==> run_1/final_clocks.png <==
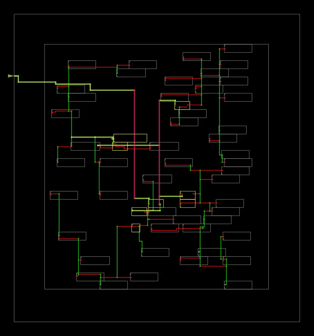
==> run_1/clock_map.png <==
Bar = 20 um.
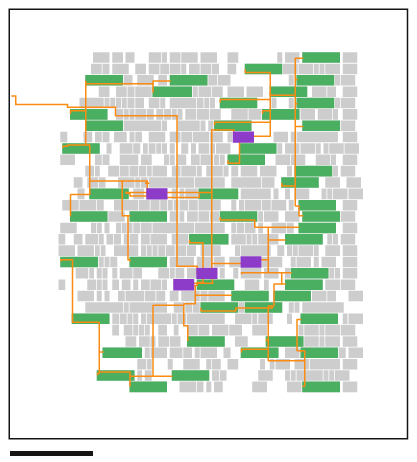
==> run_1/registers.png <==
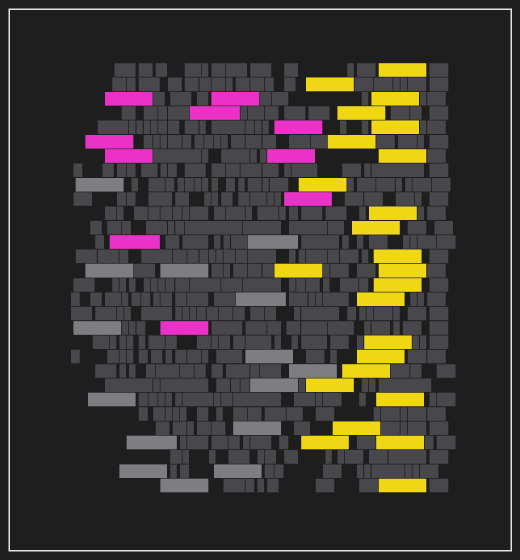
File: src/rtl/vga_ctrl.sv
// vga_ctrl: raster timing generator with pixel-enable divider.
// Drives frame-buffer address, re-times rgb with sync/blank.
//
// Ports:
//   Clk         system clock, rising edge
//   Rst         async active-low reset
//   Enable      1 = run raster, 0 = hold counters, blank outputs
//   vga_data    {R,G,B} returned for h_addr/v_addr (combinational)
//   h_addr      visible column, 0 outside active area
//   v_addr      visible row, 0 outside active area
//   hsync       horizontal sync, active-low
//   vsync       vertical sync, active-low
//   valid       vga_r/g/b carries a visible pixel
//   vga_r/g/b   pixel colour, 0 when blanked
//   frame_start one-Clk pulse when raster wraps to (0,0)
`timescale 1ns/1ps

module vga_ctrl #(
  parameter int CLK_DIV  = 2,
  parameter int H_SYNC   = 96,
  parameter int H_BACK   = 48,
  parameter int H_ACTIVE = 640,
  parameter int H_FRONT  = 16,
  parameter int V_SYNC   = 2,
  parameter int V_BACK   = 33,
  parameter int V_ACTIVE = 480,
  parameter int V_FRONT  = 10
) (
  input  logic        Clk,
  input  logic        Rst,
  input  logic        Enable,
  input  logic [23:0] vga_data,
  output logic [9:0]  h_addr,
  output logic [8:0]  v_addr,
  output logic        hsync,
  output logic        vsync,
  output logic        valid,
  output logic [7:0]  vga_r,
  output logic [7:0]  vga_g,
  output logic [7:0]  vga_b,
  output logic        frame_start
);

  localparam int H_TOTAL =
    H_SYNC + H_BACK + H_ACTIVE + H_FRONT;
  localparam int V_TOTAL =
    V_SYNC + V_BACK + V_ACTIVE + V_FRONT;
  localparam int H_START = H_SYNC + H_BACK;
  localparam int V_START = V_SYNC + V_BACK;

  // +1 so the exclusive end bound always fits
  localparam int HW = $clog2(H_TOTAL + 1);
  localparam int VW = $clog2(V_TOTAL + 1);
  localparam int DW =
    (CLK_DIV > 1) ? $clog2(CLK_DIV) : 1;

  localparam logic [DW-1:0] DIV_LAST =
    DW'(CLK_DIV - 1);
  localparam logic [HW-1:0] H_LAST  =
    HW'(H_TOTAL - 1);
  localparam logic [VW-1:0] V_LAST  =
    VW'(V_TOTAL - 1);
  localparam logic [HW-1:0] H_SYN_C = HW'(H_SYNC);
  localparam logic [VW-1:0] V_SYN_C = VW'(V_SYNC);
  localparam logic [HW-1:0] H_BEG_C = HW'(H_START);
  localparam logic [VW-1:0] V_BEG_C = VW'(V_START);
  localparam logic [HW-1:0] H_END_C =
    HW'(H_START + H_ACTIVE);
  localparam logic [VW-1:0] V_END_C =
    VW'(V_START + V_ACTIVE);

  logic [DW-1:0] r_div;
  logic [HW-1:0] r_h_cnt;
  logic [VW-1:0] r_v_cnt;
  logic          r_hsync;
  logic          r_vsync;
  logic          r_valid;
  logic          r_fs;
  logic [23:0]   r_rgb;

  logic          w_pix_en;
  logic          w_h_wrap;
  logic          w_v_wrap;
  logic          w_h_act;
  logic          w_v_act;
  logic          w_active;
  logic [HW-1:0] w_h_off;
  logic [VW-1:0] w_v_off;

  assign w_pix_en = Enable && (r_div == DIV_LAST);
  assign w_h_wrap = (r_h_cnt == H_LAST);
  assign w_v_wrap = (r_v_cnt == V_LAST);

  assign w_h_act = (r_h_cnt >= H_BEG_C) &&
                   (r_h_cnt <  H_END_C);
  assign w_v_act = (r_v_cnt >= V_BEG_C) &&
                   (r_v_cnt <  V_END_C);
  assign w_active = w_h_act && w_v_act;

  assign w_h_off = r_h_cnt - H_BEG_C;
  assign w_v_off = r_v_cnt - V_BEG_C;

  always_comb begin
    h_addr = '0;
    v_addr = '0;
    if (w_active) begin
      h_addr = 10'(w_h_off);
      v_addr = 9'(w_v_off);
    end
  end

  // Outputs register the counters seen at pix_en, so they
  // trail the address by one pixel, matching the frame
  // buffer's data for that address.
  always_ff @(posedge Clk or negedge Rst) begin
    if (!Rst) begin
      r_div   <= '0;
      r_h_cnt <= '0;
      r_v_cnt <= '0;
      r_hsync <= 1'b1;
      r_vsync <= 1'b1;
      r_valid <= 1'b0;
      r_rgb   <= '0;
      r_fs    <= 1'b0;
    end else if (!Enable) begin
      r_hsync <= 1'b1;
      r_vsync <= 1'b1;
      r_valid <= 1'b0;
      r_rgb   <= '0;
      r_fs    <= 1'b0;
    end else begin
      r_fs <= 1'b0;
      if (w_pix_en) begin
        r_div <= '0;
        r_h_cnt <= w_h_wrap ? '0
                            : r_h_cnt + HW'(1);
        if (w_h_wrap) begin
          r_v_cnt <= w_v_wrap ? '0
                              : r_v_cnt + VW'(1);
        end
        r_hsync <= !(r_h_cnt < H_SYN_C);
        r_vsync <= !(r_v_cnt < V_SYN_C);
        r_valid <= w_active;
        r_rgb   <= w_active ? vga_data : '0;
        r_fs    <= w_h_wrap && w_v_wrap;
      end else begin
        r_div <= r_div + DW'(1);
      end
    end
  end

  assign hsync       = r_hsync;
  assign vsync       = r_vsync;
  assign valid       = r_valid;
  assign frame_start = r_fs;
  assign vga_r       = r_rgb[23:16];
  assign vga_g       = r_rgb[15:8];
  assign vga_b       = r_rgb[7:0];

endmodule

File: config.mk
export PLATFORM = sky130hd
export DESIGN_NAME = vga_ctrl
export DESIGN_NICKNAME = d
export VERILOG_FILES = /design/src/rtl/vga_ctrl.sv
export SDC_FILE = /design/constraint.sdc
export NUM_CORES = 1
export LEC_CHECK = 0
export ABC_AREA = 1
export CAP_MARGIN = 10
export CORE_ASPECT_RATIO = 1.1
export CORE_MARGIN = 10
export CORE_UTILIZATION = 46
export CTS_BUF_LIST = sky130_fd_sc_hd__clkbuf_2 sky130_fd_sc_hd__clkbuf_4 sky130_fd_sc_hd__clkbuf_8
export CTS_CLUSTER_SIZE = 24
export DETAILED_ROUTE_END_ITERATION = 6
export GPL_ROUTABILITY_DRIVEN = 0
export GPL_TIMING_DRIVEN = 0
export PLACE_DENSITY = 0.79
export SLEW_MARGIN = 20
export SYNTH_ARGS = -nofsm -noshare
export SYNTH_HDL_FRONTEND = slang
export SYNTH_SLANG_ARGS = --single-unit
File: constraint.sdc
create_clock -name Clk -period 1.5 [get_ports Clk]
set_input_delay 0.15 -clock Clk [delete_from_list [all_inputs] [get_ports Clk]]
set_output_delay 0.15 -clock Clk [all_outputs]
set_load 0.01 [all_outputs]
==> flow_metrics.rpt, run 1 <==
FLOW METRICS REPORT
----------------------------------------------------
[Run status]
  Status ........................ complete, but fails checks
  Failing checks ........................ setup timing

[Floorplan]
  FP Util ........................ 0.468
  Die Ht ........................ 103 um
  Chip area ........................ 9740 um^2
  Placement row count ........................ 30
  Number of tap instances ........................ 80
  Area of the core region ........................ 6080 um^2
  Count of pins on the block boundary ........................ 74
  Die extent in x ........................ 95.0 um

[Final timing]
  Final total negative setup slack ........................ -18.62 ns
  Final WS setup ........................ -0.617 ns
  Remaining max-slew budget at the tightest pin ........................ 0.638
  Final setup violation count ........................ 61
  Time the final worst path needs with I/O delays and setup ........................ 2.12 ns
  Post-route clock period utilization ........................ 1.41

[Layout]
  Logic cell area ........................ 1670 um^2
  Register with the highest flop count ........................ r_rgb
  Registers with the most flip-flops ........................ r_rgb: 24 flops, r_h_cnt: 10 flops, r_v_cnt: 10 flops
  Most frequently placed logic cell in the final layout ........................ nand2_1

[Synthesis]
  Most instantiated flip-flop cell in the synthesis netlist ........................ dfrtp_1
  Adder share ........................ 0.0308
  Combinational family with the most area after synthesis ........................ simple AND/OR/NAND/NOR gates
  Number of cells in Yosys stat ........................ 349
  Post-Synth Simple-Gate Area ........................ 0.364
  Register area share after synthesis ........................ 0.431
  Number of standard cells after synthesis ........................ 349
  Syn avg cell area ........................ 8.16 um^2

[Clock network]
  # clock sinks ........................ 49
  CTS max path bufs ........................ 2
  Clock Pin Slew Worst Setup and Hold Paths ........................ 0.10 ns
  TritonCTS clock tree ........................ yes

[Power]
  Main power-consuming group ........................ sequential cells
  Switching portion of total power ........................ 0.363
  Net switching component of the power ........................ 1.45 mW
  Int Pwr ........................ 2.55 mW
  Worst VDD drop ........................ 0.523 mV
  Logic gate share of total power ........................ 0.348

[Global route]
  Global-route wire length before repair ........................ 14,400 um
  Largest net degree at the start of global routing ........................ 31
  Met3 GRT Util ........................ 0.0488
  Vias in the first global route ........................ 2,962
  Total overflow reported by the global router ........................ 0

[Worst setup path]
  Worst setup path startpoint ........................ r_h_cnt[6]$_DFFE_PN0P_
  Worst r2r src ........................ r_h_cnt[6]$_DFFE_PN0P_

[Routing]
  WL met3 ........................ 722 um
  Total detailed-routing wirelength ........................ 9880 um

[Place]
  Count of buffers from port buffering ........................ 73

----------------------------------------------------
Notes on final_clocks.png above:
Post-Route Skew: 0.00475 ns
clk_lat worst skew: 0.31 ns
power consumed by the clock network: 1.03 mW

Notes on clock_map.png above:
[orange] clock wires | length: 681 um
[purple] cells driving clock nets | count: 5
[green] flip-flops | count: 49
routed clock nets: 6
fraction of power consumed by the clock network: 0.257

Notes on registers.png above:
[magenta] r_v_cnt | flops: 10
[yellow] r_rgb | flops: 24
sequential cell area: 1230 um^2
sequential logic power: 1.59 mW
flop share of the area: 0.268
fin util: 0.756

==> run_1/gate_families.png <==
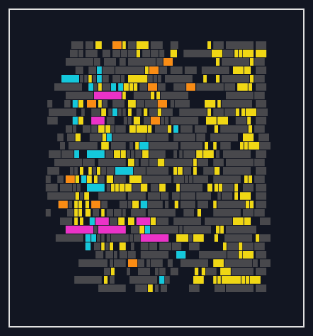

==> inputs of run 2 (changes only) <==
--- a/config.mk
+++ b/config.mk
@@ -5,7 +5,6 @@
 export SDC_FILE = /design/constraint.sdc
 export NUM_CORES = 1
 export LEC_CHECK = 0
-export ABC_AREA = 1
 export CAP_MARGIN = 10
 export CORE_ASPECT_RATIO = 1.1
 export CORE_MARGIN = 10
@@ -15,7 +14,7 @@
 export DETAILED_ROUTE_END_ITERATION = 6
 export GPL_ROUTABILITY_DRIVEN = 0
 export GPL_TIMING_DRIVEN = 0
-export PLACE_DENSITY = 0.79
+export PLACE_DENSITY = 0.78
 export SLEW_MARGIN = 20
 export SYNTH_ARGS = -nofsm -noshare
 export SYNTH_HDL_FRONTEND = slang
==> run_2/gate_families.png <==
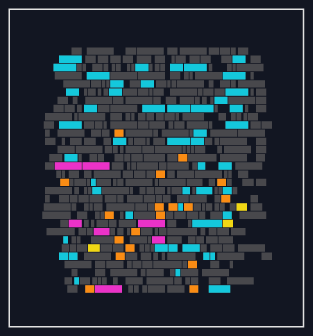
[magenta] adder and majority cells | cells: 7
[cyan] inverting AOI/OAI gates | cells: 48
[yellow] multiplexers | cells: 3
[orange] XOR/XNOR gates | cells: 18
share of cell area taken by multi-input logic gates: 0.416
most frequently placed logic cell in the final layout: clkdlybuf4s50_1

==> run_2/final_clocks.png <==
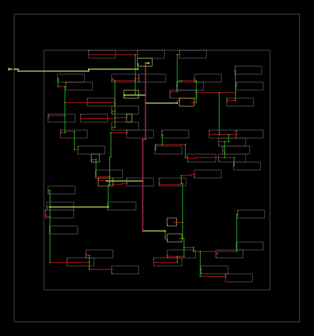
layout clock buffer count: 5
clk_lat worst skew: 0.32 ns
TritonCTS Buffers: 5
power consumed by the clock network: 835 uW

==> flow_metrics.rpt, run 2 <==
FLOW METRICS REPORT
----------------------------------------------------
[Run status]
  Status ........................ complete, but fails checks
  Failing checks ........................ setup timing

[Clock network]
  TritonCTS clock tree ........................ yes

[Synthesis]
  Syn avg cell area ........................ 9.66 um^2
  Number of standard cells after synthesis ........................ 311
  Most instantiated flip-flop cell in the synthesis netlist ........................ dfrtp_1
  Register area share after synthesis ........................ 0.409

[Layout]
  Register with the highest flop count ........................ r_rgb
  Registers with the most flip-flops ........................ r_rgb: 24 flops, r_h_cnt: 10 flops, r_v_cnt: 10 flops
  Fin util ........................ 0.772

[Floorplan]
  Die Ht ........................ 105 um
  Number of tap instances ........................ 80

[Worst setup path]
  Worst r2r src ........................ r_v_cnt[7]$_DFFE_PN0P_
  Worst setup path startpoint ........................ r_h_cnt[5]$_DFFE_PN0P_

[Final timing]
  Final setup violation count ........................ 63
  Post-route clock period utilization ........................ 1.61
  Final WS setup ........................ -0.915 ns

[Global route]
  Global-route wire length before repair ........................ 15,500 um

[Routing]
  Total detailed-routing wirelength ........................ 10,700 um

[Power]
  Main power-consuming group ........................ sequential cells
  Fraction of power consumed by the clock network ........................ 0.211

----------------------------------------------------
==> run_2/registers.png <==
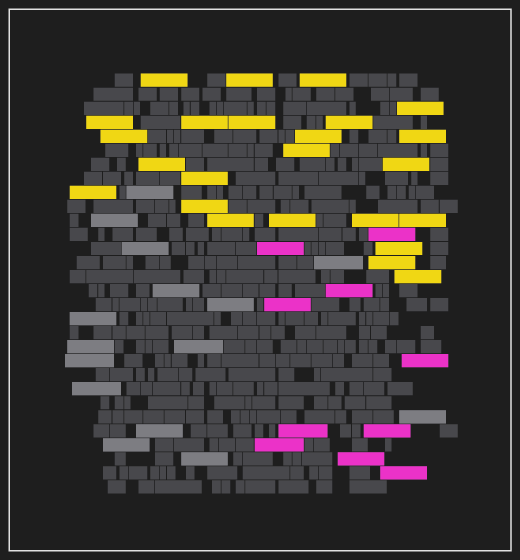

==> inputs of run 3 (changes only) <==
--- a/config.mk
+++ b/config.mk
@@ -6,7 +6,7 @@
 export NUM_CORES = 1
 export LEC_CHECK = 0
 export CAP_MARGIN = 10
-export CORE_ASPECT_RATIO = 1.1
+export CORE_ASPECT_RATIO = 0.7
 export CORE_MARGIN = 10
 export CORE_UTILIZATION = 46
 export CTS_BUF_LIST = sky130_fd_sc_hd__clkbuf_2 sky130_fd_sc_hd__clkbuf_4 sky130_fd_sc_hd__clkbuf_8
==> run_3/registers.png <==
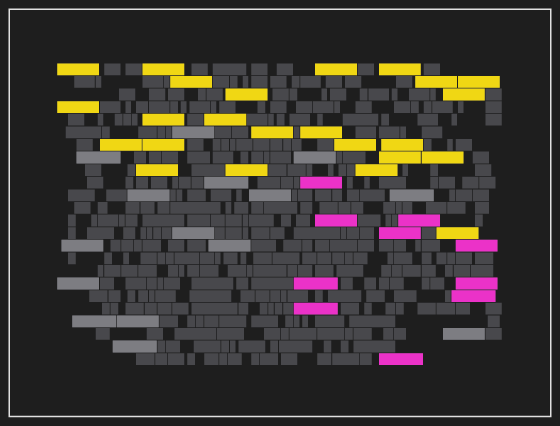
[yellow] r_rgb | flops: 24
[magenta] r_v_cnt | flops: 10
fin util: 0.744
sequential cell area: 1240 um^2
sequential logic power: 1.62 mW
flop share of the area: 0.265

==> flow_metrics.rpt, run 3 <==
FLOW METRICS REPORT
----------------------------------------------------
[Run status]
  Status ........................ complete, but fails checks
  Failing checks ........................ setup timing

[Clock network]
  CTS max path bufs ........................ 2
  # clock sinks ........................ 49
  TritonCTS Buffers ........................ 5
  TritonCTS clock tree ........................ yes
  Clock Pin Slew Worst Setup and Hold Paths ........................ 0.09 ns

[Synthesis]
  Adder share ........................ 0.0292
  Number of standard cells after synthesis ........................ 311
  Syn avg cell area ........................ 9.66 um^2
  Combinational family with the most area after synthesis ........................ simple AND/OR/NAND/NOR gates
  Register area share after synthesis ........................ 0.409

[Final timing]
  Remaining max-slew budget at the tightest pin ........................ 0.574
  Final WS setup ........................ -0.852 ns
  Final total negative setup slack ........................ -34.28 ns
  Time the final worst path needs with I/O delays and setup ........................ 2.35 ns
  Post-route clock period utilization ........................ 1.57
  Final setup violation count ........................ 63

[Power]
  Power consumed by the clock network ........................ 966 uW
  Worst VDD drop ........................ 0.616 mV
  Fraction of power consumed by the clock network ........................ 0.242
  Int Pwr ........................ 2.55 mW

[Global route]
  Vias in the first global route ........................ 2,856
  Met3 GRT Util ........................ 0.0417

[Floorplan]
  FP Util ........................ 0.478
  Chip area ........................ 10,200 um^2

[Worst setup path]
  Worst r2r src ........................ r_v_cnt[7]$_DFFE_PN0P_

----------------------------------------------------
==> run_3/cell_classes.png <==
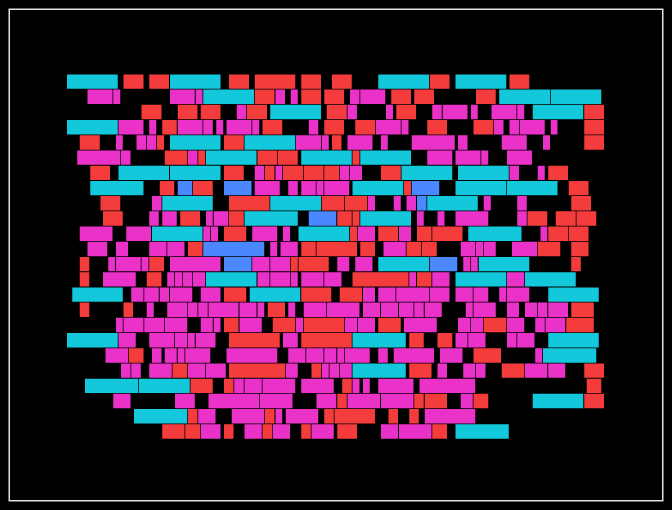
[blue] clock drivers and dummy loads | cells: 8 | share of their area: 2.4%
[magenta] all other logic | cells: 232 | share of their area: 42%
[red] other buffers and delay cells | cells: 134 | share of their area: 28%
[cyan] flip-flops | cells: 49 | share of their area: 27%
area of the core region: 6280 um^2
post-route cell area: 4670 um^2
placement row count: 24

Power is estimated from default activity; no workload was simulated.
